==> config.mk <==
export PLATFORM = sky130hd
export DESIGN_NAME = bit_pair_framer_flat
export DESIGN_NICKNAME = d
export VERILOG_FILES = /design/src/rtl/bit_framer_pkg.sv /design/src/rtl/bit_pair_framer_if.sv /design/src/rtl/sync_detector.sv /design/src/rtl/bit_pair_framer.sv /design/src/flat_wrapper.sv
export SDC_FILE = /design/constraint.sdc
export NUM_CORES = 1
export LEC_CHECK = 0
export CORE_UTILIZATION = 59
export CTS_BUF_LIST = sky130_fd_sc_hd__clkbuf_8
export DETAILED_ROUTE_END_ITERATION = 7
export DONT_BUFFER_PORTS = 1
export MAX_ROUTING_LAYER = met4
export PLACE_DENSITY = 0.74
export SETUP_SLACK_MARGIN = 0.5
export SLEW_MARGIN = 10
export SYNTH_ARGS = -nofsm -noshare
export SYNTH_HDL_FRONTEND = slang
export SYNTH_SLANG_ARGS = --single-unit
==> constraint.sdc <==
create_clock -name clk -period 3.7 [get_ports clk]
set_clock_uncertainty 0.05 [all_clocks]
set_input_delay 0.74 -clock clk [delete_from_list [all_inputs] [get_ports clk]]
set_output_delay 0.74 -clock clk [all_outputs]
set_load 0.02 [all_outputs]
==> src/rtl/bit_framer_pkg.sv <==
// Shared types and defaults for the bit-pair framer.
// State encoding plus the default sync pattern and limits.
package bit_framer_pkg;

   typedef enum logic [1:0] {
      HUNT,
      ORDER,
      BIT1,
      BIT2
   } state_t;

   localparam int SYNC_LEN_DEF = 4;
   localparam logic [3:0] SYNC_WORD_DEF = 4'b1011;
   localparam int FRAMES_DEF = 4;
   localparam int TIMEOUT_DEF = 8;

endpackage

==> src/rtl/bit_pair_framer_if.sv <==
// Serial input and framed output bundle for the bit-pair framer.
// The master side drives the serial stream and observes frames.
interface bit_pair_framer_if;

   logic serial_in;
   logic serial_valid;
   logic data1;
   logic data2;
   logic order;
   logic pair_valid;
   logic locked;
   logic frame_err;

   modport master (
      output serial_in,
      output serial_valid,
      input  data1,
      input  data2,
      input  order,
      input  pair_valid,
      input  locked,
      input  frame_err
   );

   modport slave (
      input  serial_in,
      input  serial_valid,
      output data1,
      output data2,
      output order,
      output pair_valid,
      output locked,
      output frame_err
   );

endinterface

==> src/rtl/sync_detector.sv <==
// Sync pattern detector: bit history plus comparator.
// The history is held at zero while clear is high.
module sync_detector #(
   parameter int SYNC_LEN = 4,
   parameter logic [SYNC_LEN-1:0] SYNC_WORD = 4'b1011
) (
   input  logic clk,
   input  logic reset,
   input  logic clear,
   input  logic shift,
   input  logic bit_in,
   output logic match
);

   logic [SYNC_LEN-2:0] hist;
   logic [SYNC_LEN-1:0] nxt;

   assign nxt   = {hist, bit_in};
   assign match = shift && (nxt == SYNC_WORD);

   always_ff @(posedge clk or posedge reset) begin
      if (reset) begin
         hist <= '0;
      end else if (clear) begin
         hist <= '0;
      end else if (shift) begin
         hist <= nxt[SYNC_LEN-2:0];
      end
   end

endmodule

==> src/rtl/bit_pair_framer.sv <==
// Serial framer: hunts for a sync word, then emits
// FRAMES frames of {order, data1, data2}.
module bit_pair_framer
   import bit_framer_pkg::*;
#(
   parameter int SYNC_LEN = SYNC_LEN_DEF,
   parameter logic [SYNC_LEN-1:0] SYNC_WORD = SYNC_WORD_DEF,
   parameter int FRAMES = FRAMES_DEF,
   parameter int TIMEOUT = TIMEOUT_DEF
) (
   input logic clk,
   input logic reset,
   bit_pair_framer_if.slave bus
);

   state_t state;
   logic   ord_r;
   logic   b1_r;
   logic   order_q;
   logic   d1_q;
   logic   d2_q;
   logic   pv_q;
   logic   lk_q;
   logic   fe_q;
   logic [7:0] idle;
   logic [7:0] fcnt;
   logic   hunting;
   logic   match;

   assign hunting = (state == HUNT);

   sync_detector #(
      .SYNC_LEN (SYNC_LEN),
      .SYNC_WORD(SYNC_WORD)
   ) u_sync (
      .clk   (clk),
      .reset (reset),
      .clear (!hunting),
      .shift (hunting && bus.serial_valid),
      .bit_in(bus.serial_in),
      .match (match)
   );

   assign bus.order      = order_q;
   assign bus.data1      = d1_q;
   assign bus.data2      = d2_q;
   assign bus.pair_valid = pv_q;
   assign bus.locked     = lk_q;
   assign bus.frame_err  = fe_q;

   always_ff @(posedge clk or posedge reset) begin
      if (reset) begin
         state   <= HUNT;
         ord_r   <= 1'b0;
         b1_r    <= 1'b0;
         order_q <= 1'b0;
         d1_q    <= 1'b0;
         d2_q    <= 1'b0;
         pv_q    <= 1'b0;
         lk_q    <= 1'b0;
         fe_q    <= 1'b0;
         idle    <= '0;
         fcnt    <= '0;
      end else begin
         pv_q <= 1'b0;
         fe_q <= 1'b0;
         unique case (state)
            HUNT: begin
               idle <= '0;
               if (match) begin
                  state <= ORDER;
                  lk_q  <= 1'b1;
               end
            end
            ORDER, BIT1, BIT2: begin
               if (bus.serial_valid) begin
                  idle <= '0;
                  if (state == ORDER) begin
                     ord_r <= bus.serial_in;
                     state <= BIT1;
                  end else if (state == BIT1) begin
                     b1_r  <= bus.serial_in;
                     state <= BIT2;
                  end else begin
                     order_q <= ord_r;
                     d1_q    <= b1_r;
                     d2_q    <= bus.serial_in;
                     pv_q    <= 1'b1;
                     if (fcnt == 8'(FRAMES - 1)) begin
                        fcnt  <= '0;
                        state <= HUNT;
                        lk_q  <= 1'b0;
                     end else begin
                        fcnt  <= fcnt + 8'd1;
                        state <= ORDER;
                     end
                  end
               end else if (idle == 8'(TIMEOUT - 1)) begin
                  // abort on the TIMEOUT-th consecutive idle cycle
                  state <= HUNT;
                  lk_q  <= 1'b0;
                  fe_q  <= 1'b1;
                  idle  <= '0;
                  fcnt  <= '0;
               end else if (idle != 8'(TIMEOUT)) begin
                  idle <= idle + 8'd1;
               end
            end
            default: state <= HUNT;
         endcase
      end
   end

endmodule

==> src/flat_wrapper.sv <==
// flat-port wrapper written by rule: the top's interface ports become plain ports
module bit_pair_framer_flat import bit_framer_pkg::*;
#(
   parameter int SYNC_LEN = SYNC_LEN_DEF,
   parameter logic [SYNC_LEN-1:0] SYNC_WORD = SYNC_WORD_DEF,
   parameter int FRAMES = FRAMES_DEF,
   parameter int TIMEOUT = TIMEOUT_DEF
)
  (clk, reset, bus_serial_in, bus_serial_valid, bus_data1, bus_data2, bus_order, bus_pair_valid, bus_locked, bus_frame_err);
  bit_pair_framer_if bus_i ();
  input logic clk;
  input logic reset;
  input wire logic [$bits(bus_i.serial_in)-1:0] bus_serial_in;
  input wire logic [$bits(bus_i.serial_valid)-1:0] bus_serial_valid;
  output wire logic [$bits(bus_i.data1)-1:0] bus_data1;
  output wire logic [$bits(bus_i.data2)-1:0] bus_data2;
  output wire logic [$bits(bus_i.order)-1:0] bus_order;
  output wire logic [$bits(bus_i.pair_valid)-1:0] bus_pair_valid;
  output wire logic [$bits(bus_i.locked)-1:0] bus_locked;
  output wire logic [$bits(bus_i.frame_err)-1:0] bus_frame_err;
  assign bus_i.serial_in = bus_serial_in;
  assign bus_i.serial_valid = bus_serial_valid;
  assign bus_data1 = bus_i.data1;
  assign bus_data2 = bus_i.data2;
  assign bus_order = bus_i.order;
  assign bus_pair_valid = bus_i.pair_valid;
  assign bus_locked = bus_i.locked;
  assign bus_frame_err = bus_i.frame_err;
  bit_pair_framer #(.SYNC_LEN(SYNC_LEN), .SYNC_WORD(SYNC_WORD), .FRAMES(FRAMES), .TIMEOUT(TIMEOUT)) u_core (.clk(clk), .reset(reset), .bus(bus_i));
endmodule
Figure 1. Wire density map.
11 x 11 tiles, from white (low) to dark blue (high), scaled to the fullest tile. Values are wire area over tile area, all layers added.
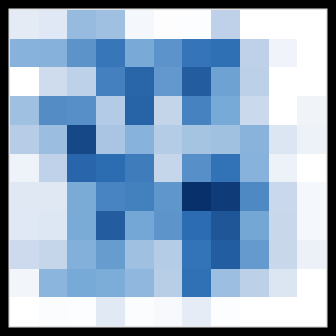
17% of the tiles are nearly empty. 31% of the tiles are over half the peak. The densest ninth of the die: middle. The emptiest ninth of the die: top right.
overall via count from detail_route: 1031
combined global-route utilization of all metal layers: 0.227

Figure 2. Zoomed window.
Scale bar: 5 um. Window x 30 to 50, y 30 to 50 um. Cells in grey, sequential cells in the stronger grey; small squares are vias.
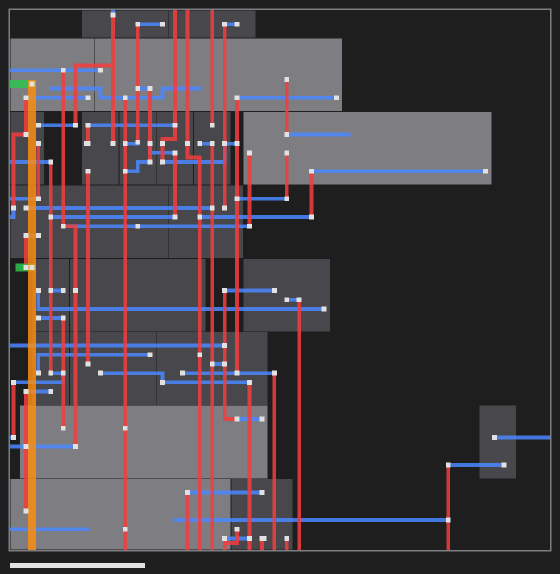
metal 4: drawn in orange. metal 1: drawn in blue. metal 3: drawn in green. metal 2: drawn in red.
Sequential cells in the window: 4. Netlist names of flops here include `u_core.idle` (4). 19 logic cells have their middle in the window. Most frequent: nor2_1 (4), dfrtp_1 (4).

==> impl_metrics.yaml <==
# generated from flow reports
worst_setup_path:
  worst_setup_path_end_kind: "flip-flop"
  worstReg2RegStart: "u_core.state[0]"
  cpMaxStageDelayCell: "sky130_fd_sc_hd__nor3b_2"
  criticalPathCategory: "flip-flop to flip-flop"
  critPathLaunchType: "flip-flop"
  critical_path_arrival_ps: 2320
  number_of_cells_on_the_worst_reg_to_reg_path: 6
power_and_ir_drop:
  vdd_drop_max_v: 0.000580
  p_leak_nw: 0.753
cells_and_area:
  area.growth.synth_to_final_pct: 9.40
  final_cell_mix: "sky130_fd_sc_hd__dfrtp_1 (29), sky130_fd_sc_hd__nand2_1 (11), sky130_fd_sc_hd__nor2_1 (10), sky130_fd_sc_hd__ha_1 (9), sky130_fd_sc_hd__inv_1 (7)"
  layout.area.seq_um2: 726
  design.final.nets: 156
  lay_top_count: "sky130_fd_sc_hd__dfrtp_1"
  mi_logic_area_um2: 758
synth:
  flip_flop_and_latch_count_after_synthesis: 29
  yosys-mux-area-fraction: 0.0841
  syn_area_per_cell_um2: 11.0
  post_synth_and_or_nand_nor_area_fraction: 0.205
  synth.logic.top_family: "simple AND/OR/NAND/NOR gates"
  post_synth_fa_ha_maj_area_fraction: 0.0742
  synthesis.instances: 138
place:
  hpwl_um: 1810
global_route:
  globalRouteMet1Util: 0.277
  globalRouteMet3Util: 0.0841
  wire_length_of_the_first_global_routing_pass_um: 4220
  vias_in_the_first_global_route: 980
  antenna_found_initial: 0
timing:
  setup-violations-final: 0
  fin_setup_tns_ps: 0
  hold_viol: 0
  final_period_demand_of_the_worst_path_ps: 2200
  relSlewSlack: 0.309
routing:
  post-route-drc-count: 0
  drtIter0Drc: 21
  via_count_normalized_by_instance_count: 5.93
  drt_pre_antenna_iters: 4
  ant_nets: 0
clocking:
  cts.root.buffer_cell: "sky130_fd_sc_hd__clkbuf_8"
  tritoncts: "yes"
  cts_buffers: 5
hold_path:
  worst_hold_path.num_cells: 1
run_status:
  result_of_the_run: "complete, no violations"
flow_run:
  maxCapViolations: 0
floorplanning:
  fp_util: 0.618
  placement_rows: 18
Figure 3. Wiring by layer.
Scale bar: 20 um. Only two layers are drawn.
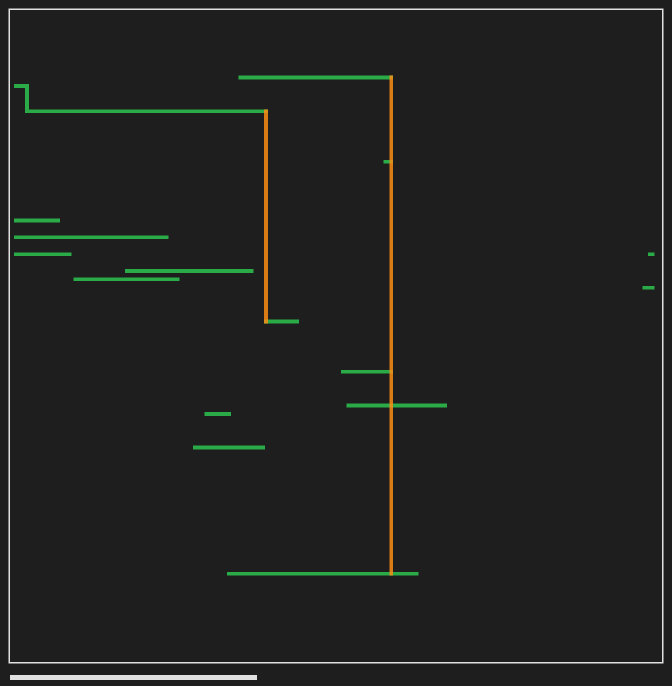
metal 4: drawn in orange, wire length 57.1 um. metal 3: drawn in green, wire length 111 um.
drt wl/cell: 14.6 um
final wirelength: 2540 um

==> cells in the mapped netlist (5+ instances only) <==
cell type | instances | area (um2)
sky130_fd_sc_hd__mux2_2 | 5 | 56.3
sky130_fd_sc_hd__inv_1 | 6 | 22.5
sky130_fd_sc_hd__ha_1 | 9 | 113
sky130_fd_sc_hd__dfrtp_1 | 29 | 726
sky130_fd_sc_hd__nand2_1 | 11 | 41.3
sky130_fd_sc_hd__mux2i_1 | 6 | 60.1
sky130_fd_sc_hd__a31oi_1 | 6 | 37.5
sky130_fd_sc_hd__nand3_1 | 5 | 25.0
sky130_fd_sc_hd__nor2_1 | 10 | 37.5
sky130_fd_sc_hd__nor2b_1 | 6 | 37.5
==> critical path: cells and delay by family, from the launching register on <==
family | cells | cell delay (ps)
buf+inv | 1 | 110
simple gates | 2 | 780
compound gates | 2 | 470
flops | 1 | 380
fa+ha+maj | 1 | 310
==> routing by layer <==
metal  wire length, um  up-vias
met1              1200      503
met3               110        6
met4                57        0
met2              1170       22
li1                  -      500
met5                 0        -
==> flip-flops by register name, summed over array words and instances (netlist names), 2 cells and up <==
| register | flops |
|---|---|
| u_core.state | 2 |
| u_core.u_sync.hist | 3 |
| u_core.idle | 8 |
| u_core.fcnt | 8 |
==> power breakdown <==
part | internal [mW] | total [mW] | switching, mW
clock | 0.216 | 0.332 | 0.116
combinational | 0.159 | 0.353 | 0.194
sequential | 0.400 | 0.504 | 0.104
==> logic make-up after synthesis <==
| family | count (synthesis) |
|---|---|
| AND/OR/NAND/NOR | 53 |
| flip-flops | 29 |
| AND-OR/OR-AND | 21 |
| multiplexers | 12 |
| adder cells (fa/ha/maj) | 9 |
| buffers and inverters | 8 |
| XOR/XNOR | 6 |
==> metrics by stage <==
step	cell area (um2)	setup slack (ps)	hold slack, ps	utilization
final	1660	1500	449	0.676
after detailed placement	1540	1540	440	0.629
after CTS	1660	1510	448	0.676
after global placement	1540	1690	433	0.629
after floorplan	1520	1840	413	-
after global routing	1660	1350	475	0.676
==> how the worst max path moves through the flow <==
stage	startpoint	end	slack [ps]
detailed placement	u_core.state[0]	u_core.fcnt[7]	1540
finish	u_core.state[0]	u_core.fcnt[7]	1500
CTS	u_core.state[0]	u_core.fcnt[7]	1510
floorplan	u_core.state[0]	u_core.fcnt[7]	1840
global placement	u_core.state[0]	u_core.fcnt[7]	1690
global route	u_core.state[0]	u_core.fcnt[7]	1350
==> final cells by class <==
type,count,area share
Sequential cell,29,0.437
Multi-Input combinational cell,101,0.457
Tap cell,30,0.0226
Inverter,6,0.0136
Clock inverter,2,0.0203
Clock buffer,6,0.0497
No activity file was given, so power comes from the tool's default toggle rates.
